**src/rtl/riscv_next_pkg.sv**
```systemverilog
// rtl/riscv_next_pkg.sv - shared types for the next-PC redirect arbiter
package riscv_next_pkg;

  localparam int REDIRECT_ADDR_MAX = 64;

  typedef enum logic [1:0] {
    SRC_NONE = 2'd0,
    SRC_IF   = 2'd1,
    SRC_ID   = 2'd2,
    SRC_EX   = 2'd3
  } redirect_src_e;

  typedef struct packed {
    redirect_src_e                src;
    logic [REDIRECT_ADDR_MAX-1:0] addr;
  } redirect_t;

  typedef enum logic {
    ARB_IDLE = 1'b0,
    ARB_HOLD = 1'b1
  } arb_state_e;

  localparam redirect_t REDIRECT_NONE = '{src: SRC_NONE, addr: '0};

  // Source encoding doubles as priority, so a plain compare picks the winner.
  function automatic redirect_t pick_higher(input redirect_t cur, input redirect_t cand);
    return (cand.src > cur.src) ? cand : cur;
  endfunction

endpackage

```
**src/rtl/riscv_next_redirect_arbiter_if.sv**
```systemverilog
// rtl/riscv_next_redirect_arbiter_if.sv - redirect request/response bundle between predictors, arbiter and fetch
interface riscv_next_redirect_arbiter_if
  import riscv_next_pkg::*;
#(
  parameter int ADDR_WIDTH = 64
) ();

  logic                  i_ex_valid;
  logic [ADDR_WIDTH-1:0] i_ex_addr;
  logic                  i_id_valid;
  logic [ADDR_WIDTH-1:0] i_id_addr;
  logic                  i_if_valid;
  logic [ADDR_WIDTH-1:0] i_if_addr;
  logic                  i_fetch_ready;

  logic                  o_redirect_valid;
  logic [ADDR_WIDTH-1:0] o_redirect_addr;
  redirect_src_e         o_redirect_src;
  logic                  o_flush_if;
  logic                  o_flush_id;

  // master: the arbiter side, slave: predictors and fetch
  modport master (
    input  i_ex_valid, i_ex_addr, i_id_valid, i_id_addr, i_if_valid, i_if_addr, i_fetch_ready,
    output o_redirect_valid, o_redirect_addr, o_redirect_src, o_flush_if, o_flush_id
  );

  modport slave (
    output i_ex_valid, i_ex_addr, i_id_valid, i_id_addr, i_if_valid, i_if_addr, i_fetch_ready,
    input  o_redirect_valid, o_redirect_addr, o_redirect_src, o_flush_if, o_flush_id
  );

endinterface

```
**src/rtl/riscv_next_sat_counter.sv**
```systemverilog
// rtl/riscv_next_sat_counter.sv - saturating event counter with synchronous clear
module riscv_next_sat_counter #(
  parameter int WIDTH = 16
) (
  input  logic             clk,
  input  logic             nreset,
  input  logic             enable,
  input  logic             clear,
  input  logic             inc,
  output logic [WIDTH-1:0] count
);

  always_ff @(posedge clk or negedge nreset) begin
    if (!nreset) begin
      count <= '0;
    end else if (enable) begin
      if (clear) begin
        count <= '0;
      end else if (inc && !(&count)) begin
        count <= count + 1'b1;
      end
    end
  end

endmodule

```
**src/rtl/riscv_next_redirect_arbiter.sv**
```systemverilog
// rtl/riscv_next_redirect_arbiter.sv - priority arbiter of EX/ID/IF next-PC redirects toward fetch
module riscv_next_redirect_arbiter
  import riscv_next_pkg::*;
#(
  parameter int ADDR_WIDTH = 64,
  parameter int CNT_WIDTH  = 16
) (
  input  logic                          clk,
  input  logic                          nreset,
  input  logic                          enable,
  input  logic                          i_cnt_clear,
  riscv_next_redirect_arbiter_if.master rif,
  output logic [CNT_WIDTH-1:0]          o_cnt_ex,
  output logic [CNT_WIDTH-1:0]          o_cnt_id,
  output logic [CNT_WIDTH-1:0]          o_cnt_if,
  output logic [CNT_WIDTH-1:0]          o_cnt_override
);

  arb_state_e state_q, state_d;
  redirect_t  hold_q, hold_d;
  redirect_t  req_ex, req_id, req_if;
  redirect_t  new_win, presented;
  logic       replace;
  logic       first_seen;
  logic       active;
  logic       accept;

  always_comb begin
    req_ex = REDIRECT_NONE;
    req_id = REDIRECT_NONE;
    req_if = REDIRECT_NONE;
    if (rif.i_ex_valid) begin
      req_ex.src                   = SRC_EX;
      req_ex.addr[ADDR_WIDTH-1:0] = rif.i_ex_addr;
    end
    if (rif.i_id_valid) begin
      req_id.src                   = SRC_ID;
      req_id.addr[ADDR_WIDTH-1:0] = rif.i_id_addr;
    end
    if (rif.i_if_valid) begin
      req_if.src                   = SRC_IF;
      req_if.addr[ADDR_WIDTH-1:0] = rif.i_if_addr;
    end
  end

  assign new_win = pick_higher(pick_higher(req_if, req_id), req_ex);

  // Only a strictly higher source may displace a held redirect.
  assign replace    = (state_q == ARB_HOLD) && (new_win.src > hold_q.src);
  assign presented  = ((state_q == ARB_IDLE) || replace) ? new_win : hold_q;
  assign first_seen = ((state_q == ARB_IDLE) && (new_win.src != SRC_NONE)) || replace;
  assign active     = enable && nreset;

  assign rif.o_redirect_valid = active && (presented.src != SRC_NONE);
  assign rif.o_redirect_addr  = nreset ? presented.addr[ADDR_WIDTH-1:0] : '0;
  assign rif.o_redirect_src   = nreset ? presented.src : SRC_NONE;
  assign rif.o_flush_if       = active && first_seen &&
                                ((presented.src == SRC_EX) || (presented.src == SRC_ID));
  assign rif.o_flush_id       = active && first_seen && (presented.src == SRC_EX);

  assign accept = rif.o_redirect_valid && rif.i_fetch_ready;

  always_comb begin
    state_d = state_q;
    hold_d  = hold_q;
    if (enable) begin
      case (state_q)
        ARB_IDLE: begin
          if ((new_win.src != SRC_NONE) && !rif.i_fetch_ready) begin
            state_d = ARB_HOLD;
            hold_d  = new_win;
          end
        end
        ARB_HOLD: begin
          if (rif.i_fetch_ready) begin
            state_d = ARB_IDLE;
            hold_d  = REDIRECT_NONE;
          end else if (replace) begin
            hold_d = new_win;
          end
        end
        default: begin
          state_d = ARB_IDLE;
          hold_d  = REDIRECT_NONE;
        end
      endcase
    end
  end

  always_ff @(posedge clk or negedge nreset) begin
    if (!nreset) begin
      state_q <= ARB_IDLE;
      hold_q  <= REDIRECT_NONE;
    end else begin
      state_q <= state_d;
      hold_q  <= hold_d;
    end
  end

  riscv_next_sat_counter #(.WIDTH(CNT_WIDTH)) u_cnt_ex (
    .clk    (clk),
    .nreset (nreset),
    .enable (enable),
    .clear  (i_cnt_clear),
    .inc    (accept && (presented.src == SRC_EX)),
    .count  (o_cnt_ex)
  );

  riscv_next_sat_counter #(.WIDTH(CNT_WIDTH)) u_cnt_id (
    .clk    (clk),
    .nreset (nreset),
    .enable (enable),
    .clear  (i_cnt_clear),
    .inc    (accept && (presented.src == SRC_ID)),
    .count  (o_cnt_id)
  );

  riscv_next_sat_counter #(.WIDTH(CNT_WIDTH)) u_cnt_if (
    .clk    (clk),
    .nreset (nreset),
    .enable (enable),
    .clear  (i_cnt_clear),
    .inc    (accept && (presented.src == SRC_IF)),
    .count  (o_cnt_if)
  );

  riscv_next_sat_counter #(.WIDTH(CNT_WIDTH)) u_cnt_override (
    .clk    (clk),
    .nreset (nreset),
    .enable (enable),
    .clear  (i_cnt_clear),
    .inc    (replace),
    .count  (o_cnt_override)
  );

endmodule

```
**src/flat_wrapper.sv**
```systemverilog
// flat-port wrapper written by rule: the top's interface ports become plain ports
module riscv_next_redirect_arbiter_flat import riscv_next_pkg::*;
#(
  parameter int ADDR_WIDTH = 64,
  parameter int CNT_WIDTH  = 16
)
  (clk, nreset, enable, i_cnt_clear, o_cnt_ex, o_cnt_id, o_cnt_if, o_cnt_override, rif_i_ex_valid, rif_i_ex_addr, rif_i_id_valid, rif_i_id_addr, rif_i_if_valid, rif_i_if_addr, rif_i_fetch_ready, rif_o_redirect_valid, rif_o_redirect_addr, rif_o_redirect_src, rif_o_flush_if, rif_o_flush_id);
  riscv_next_redirect_arbiter_if #(.ADDR_WIDTH(ADDR_WIDTH)) rif_i ();
  input  logic clk;
  input  logic nreset;
  input  logic enable;
  input  logic i_cnt_clear;
  output logic [CNT_WIDTH-1:0] o_cnt_ex;
  output logic [CNT_WIDTH-1:0] o_cnt_id;
  output logic [CNT_WIDTH-1:0] o_cnt_if;
  output logic [CNT_WIDTH-1:0] o_cnt_override;
  input wire logic [$bits(rif_i.i_ex_valid)-1:0] rif_i_ex_valid;
  input wire logic [$bits(rif_i.i_ex_addr)-1:0] rif_i_ex_addr;
  input wire logic [$bits(rif_i.i_id_valid)-1:0] rif_i_id_valid;
  input wire logic [$bits(rif_i.i_id_addr)-1:0] rif_i_id_addr;
  input wire logic [$bits(rif_i.i_if_valid)-1:0] rif_i_if_valid;
  input wire logic [$bits(rif_i.i_if_addr)-1:0] rif_i_if_addr;
  input wire logic [$bits(rif_i.i_fetch_ready)-1:0] rif_i_fetch_ready;
  output wire logic [$bits(rif_i.o_redirect_valid)-1:0] rif_o_redirect_valid;
  output wire logic [$bits(rif_i.o_redirect_addr)-1:0] rif_o_redirect_addr;
  output wire logic [$bits(rif_i.o_redirect_src)-1:0] rif_o_redirect_src;
  output wire logic [$bits(rif_i.o_flush_if)-1:0] rif_o_flush_if;
  output wire logic [$bits(rif_i.o_flush_id)-1:0] rif_o_flush_id;
  assign rif_i.i_ex_valid = rif_i_ex_valid;
  assign rif_i.i_ex_addr = rif_i_ex_addr;
  assign rif_i.i_id_valid = rif_i_id_valid;
  assign rif_i.i_id_addr = rif_i_id_addr;
  assign rif_i.i_if_valid = rif_i_if_valid;
  assign rif_i.i_if_addr = rif_i_if_addr;
  assign rif_i.i_fetch_ready = rif_i_fetch_ready;
  assign rif_o_redirect_valid = rif_i.o_redirect_valid;
  assign rif_o_redirect_addr = rif_i.o_redirect_addr;
  assign rif_o_redirect_src = rif_i.o_redirect_src;
  assign rif_o_flush_if = rif_i.o_flush_if;
  assign rif_o_flush_id = rif_i.o_flush_id;
  riscv_next_redirect_arbiter #(.ADDR_WIDTH(ADDR_WIDTH), .CNT_WIDTH(CNT_WIDTH)) u_core (.clk(clk), .nreset(nreset), .enable(enable), .i_cnt_clear(i_cnt_clear), .rif(rif_i), .o_cnt_ex(o_cnt_ex), .o_cnt_id(o_cnt_id), .o_cnt_if(o_cnt_if), .o_cnt_override(o_cnt_override));
endmodule
```
**config.mk**
```make
export PLATFORM = sky130hd
export DESIGN_NAME = riscv_next_redirect_arbiter_flat
export DESIGN_NICKNAME = d
export VERILOG_FILES = /design/src/rtl/riscv_next_pkg.sv /design/src/rtl/riscv_next_redirect_arbiter_if.sv /design/src/rtl/riscv_next_sat_counter.sv /design/src/rtl/riscv_next_redirect_arbiter.sv /design/src/flat_wrapper.sv
export SDC_FILE = /design/constraint.sdc
export NUM_CORES = 1
export LEC_CHECK = 0
export CAP_MARGIN = 30
export CORE_ASPECT_RATIO = 0.6
export CORE_MARGIN = 5
export CORE_UTILIZATION = 42
export DETAILED_ROUTE_END_ITERATION = 10
export PLACE_DENSITY_LB_ADDON = 0.05
export SLEW_MARGIN = 20
export SYNTH_ARGS = -nofsm -noshare
export SYNTH_HDL_FRONTEND = slang
export SYNTH_SLANG_ARGS = --single-unit
```
**constraint.sdc**
```tcl
create_clock -name clk -period 3.65 [get_ports clk]
set_input_delay 0.5475 -clock clk [delete_from_list [all_inputs] [get_ports clk]]
set_output_delay 0.5475 -clock clk [all_outputs]
set_load 0.01 [all_outputs]
```
registers.png
(3 px per um)
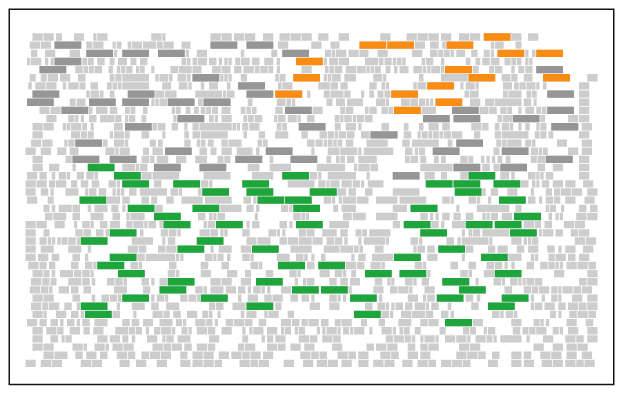
[orange] u_core.u_cnt_id.count | sequential cells: 16
[green] u_core.hold_q | sequential cells: 66
not coloured: 49

zoom.png
Window x 138 to 163, y 81 to 106 um. Cells in grey, sequential cells in the stronger grey; small squares are vias.
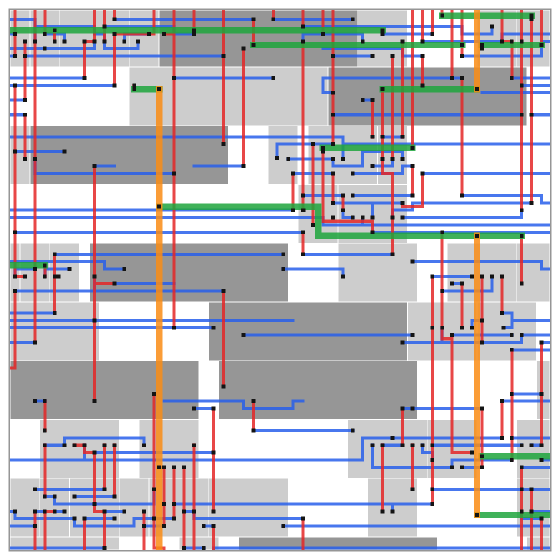
[blue] met1
[red] met2
[orange] met4
[green] met3
cells with their middle in the window: 40
netlist names of flops here include: u_core.u_cnt_id.count (4), u_core.u_cnt_override.count (3)
sequential cells in the window: 7
most frequent: dfrtp_1 (7)

==> ci_impl_report.md <==
### Yosys + OpenROAD results

| Metric | Value |
|---|---|
| PortBufs | `332` |
| Commonest Layout Cell | `clkdlybuf4s50_1` |
| Clock net power | `1840 uW` |
| Flop pwr share | `0.312` |
| Total Routing Usage GR | `0.262` |
| Setup crit start kind | `input pin` |
| H-Tree Level Count | `4` |
| Boundary Pins | `333` |
| Synth cell count leaders | `nor2_1 (167), dfrtp_1 (131), nand2_1 (126), a31oi_1 (81), clkbuf_1 (80)` |
| Yosys Instances | `1143` |
| # nets final | `1661` |
| Area share, top type | `0.357` |
| Combinational Power Share | `0.392` |
| Clock period minus worst slack | `3.58 ns` |
| Status | `completed` |
| Switching pwr | `2180 uW` |
| Clock Path Buffers | `2` |
| P_seq | `1940 uW` |
| CTS Hold Bufs | `0` |
| Area growth syn-to-layout | `50.3%` |
| Initial antenna violation count | `0` |
| Worst-Margin Slew | `0.882 ns` |
| Top area cell types | `dfrtp_1 (36%), nor2_1 (6.8%), o31ai_1 (5.8%)` |
| Largest Register | `u_core.hold_q` |
| Crit path DRT | `3.10 ns` |
| Synth Area per Inst | `8.04 um^2` |
| Largest power group | `combinational logic` |
| Sink Count | `131` |
| Post-CTS setup buffers | `0` |
| 1st-pass router iterations | `5` |
| Final Hold Fails | `0` |
| Number of DRC markers in iteration 0 | `987` |
| Yosys stat area | `0.00919 mm^2` |
| Drc violations | `0` |
| Leakage power | `0.00578 uW` |
| Die Span Y | `125 um` |
| Ratio of cells with drive above 1 in the final layout | `0.0934` |
| Top cells excl fill/tap | `clkdlybuf4s50_1 (301), nor2_1 (166), dfrtp_1 (131), nand2_1 (125), a31oi_1 (81)` |
| Tool warnings | `27` |
met1.png
(2 px per um)
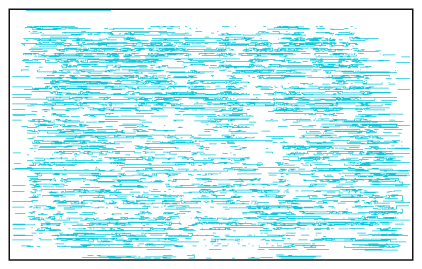
longest straight run: 46.5 um
share of all routed wire: 47%
wire length on this layer: 16100 um
main direction: horizontal
nets with wire on the layer: 1500
final WL: 34300 um
Global Route met1 Usage: 0.384
vias: 10400

[worst max-delay path: stages]
cell,delay (ns)
clkdlybuf4s50_1,0.48
nor3b_4,0.28
a211oi_2,0.11
a311oi_4,0.34
nand2_4,0.17
buf_12,0.25
a211oi_1,0.24
clkdlybuf4s50_1,0.59
[repair_timing]
item	in CTS	in global routing
setup endpoints to repair	1	42
gates cloned	0	0
pin swaps	0	0
resized	1	31
[path summary, 6_finish.rpt]
path | endpoint | startpoint | cells after the start
setup / recovery | rif_o_redirect_addr[22] | rif_i_if_valid | 8
hold / removal | u_core.u_cnt_id.count[0] | nreset | 2
setup reg to reg | u_core.u_cnt_ex.count[12] | u_core.hold_q[65] | 8
hold reg to reg | u_core.hold_q[35] | u_core.hold_q[35] | 2
max in group asynchronous | u_core.hold_q[62] | nreset | 4
min in group clk | u_core.hold_q[35] | u_core.hold_q[35] | 2
[metrics by stage]
step           setup TNS, ns  area [um^2]  hold WS [ns]
2_1_floorplan              0         9210         0.252
3_3_place_gp               0        13100         0.462
3_5_place_dp               0        13100         0.468
4_1_cts                    0        13700         0.362
5_1_grt             -0.00496        13800         0.407
6_report                   0        13800         0.348
[routing by layer]
layer  up-vias  track usage  wire (um)
met5         -            0          0
met4         0       0.0558        633
met3        43       0.0645       2580
met2       395        0.392      15000
met1      4971        0.384      16100
li1       4960            -          -
[cell type report]
| type | instances | area share |
|---|---|---|
| well taps | 279 | 0.0253 |
| flip-flops and latches | 131 | 0.237 |
| multi-input cells | 863 | 0.386 |
| inverters | 37 | 0.0100 |
| clock inverters | 7 | 0.00869 |
| clock buffers | 25 | 0.0366 |
| repair buffers | 404 | 0.296 |
Power is estimated from default activity; no workload was simulated.
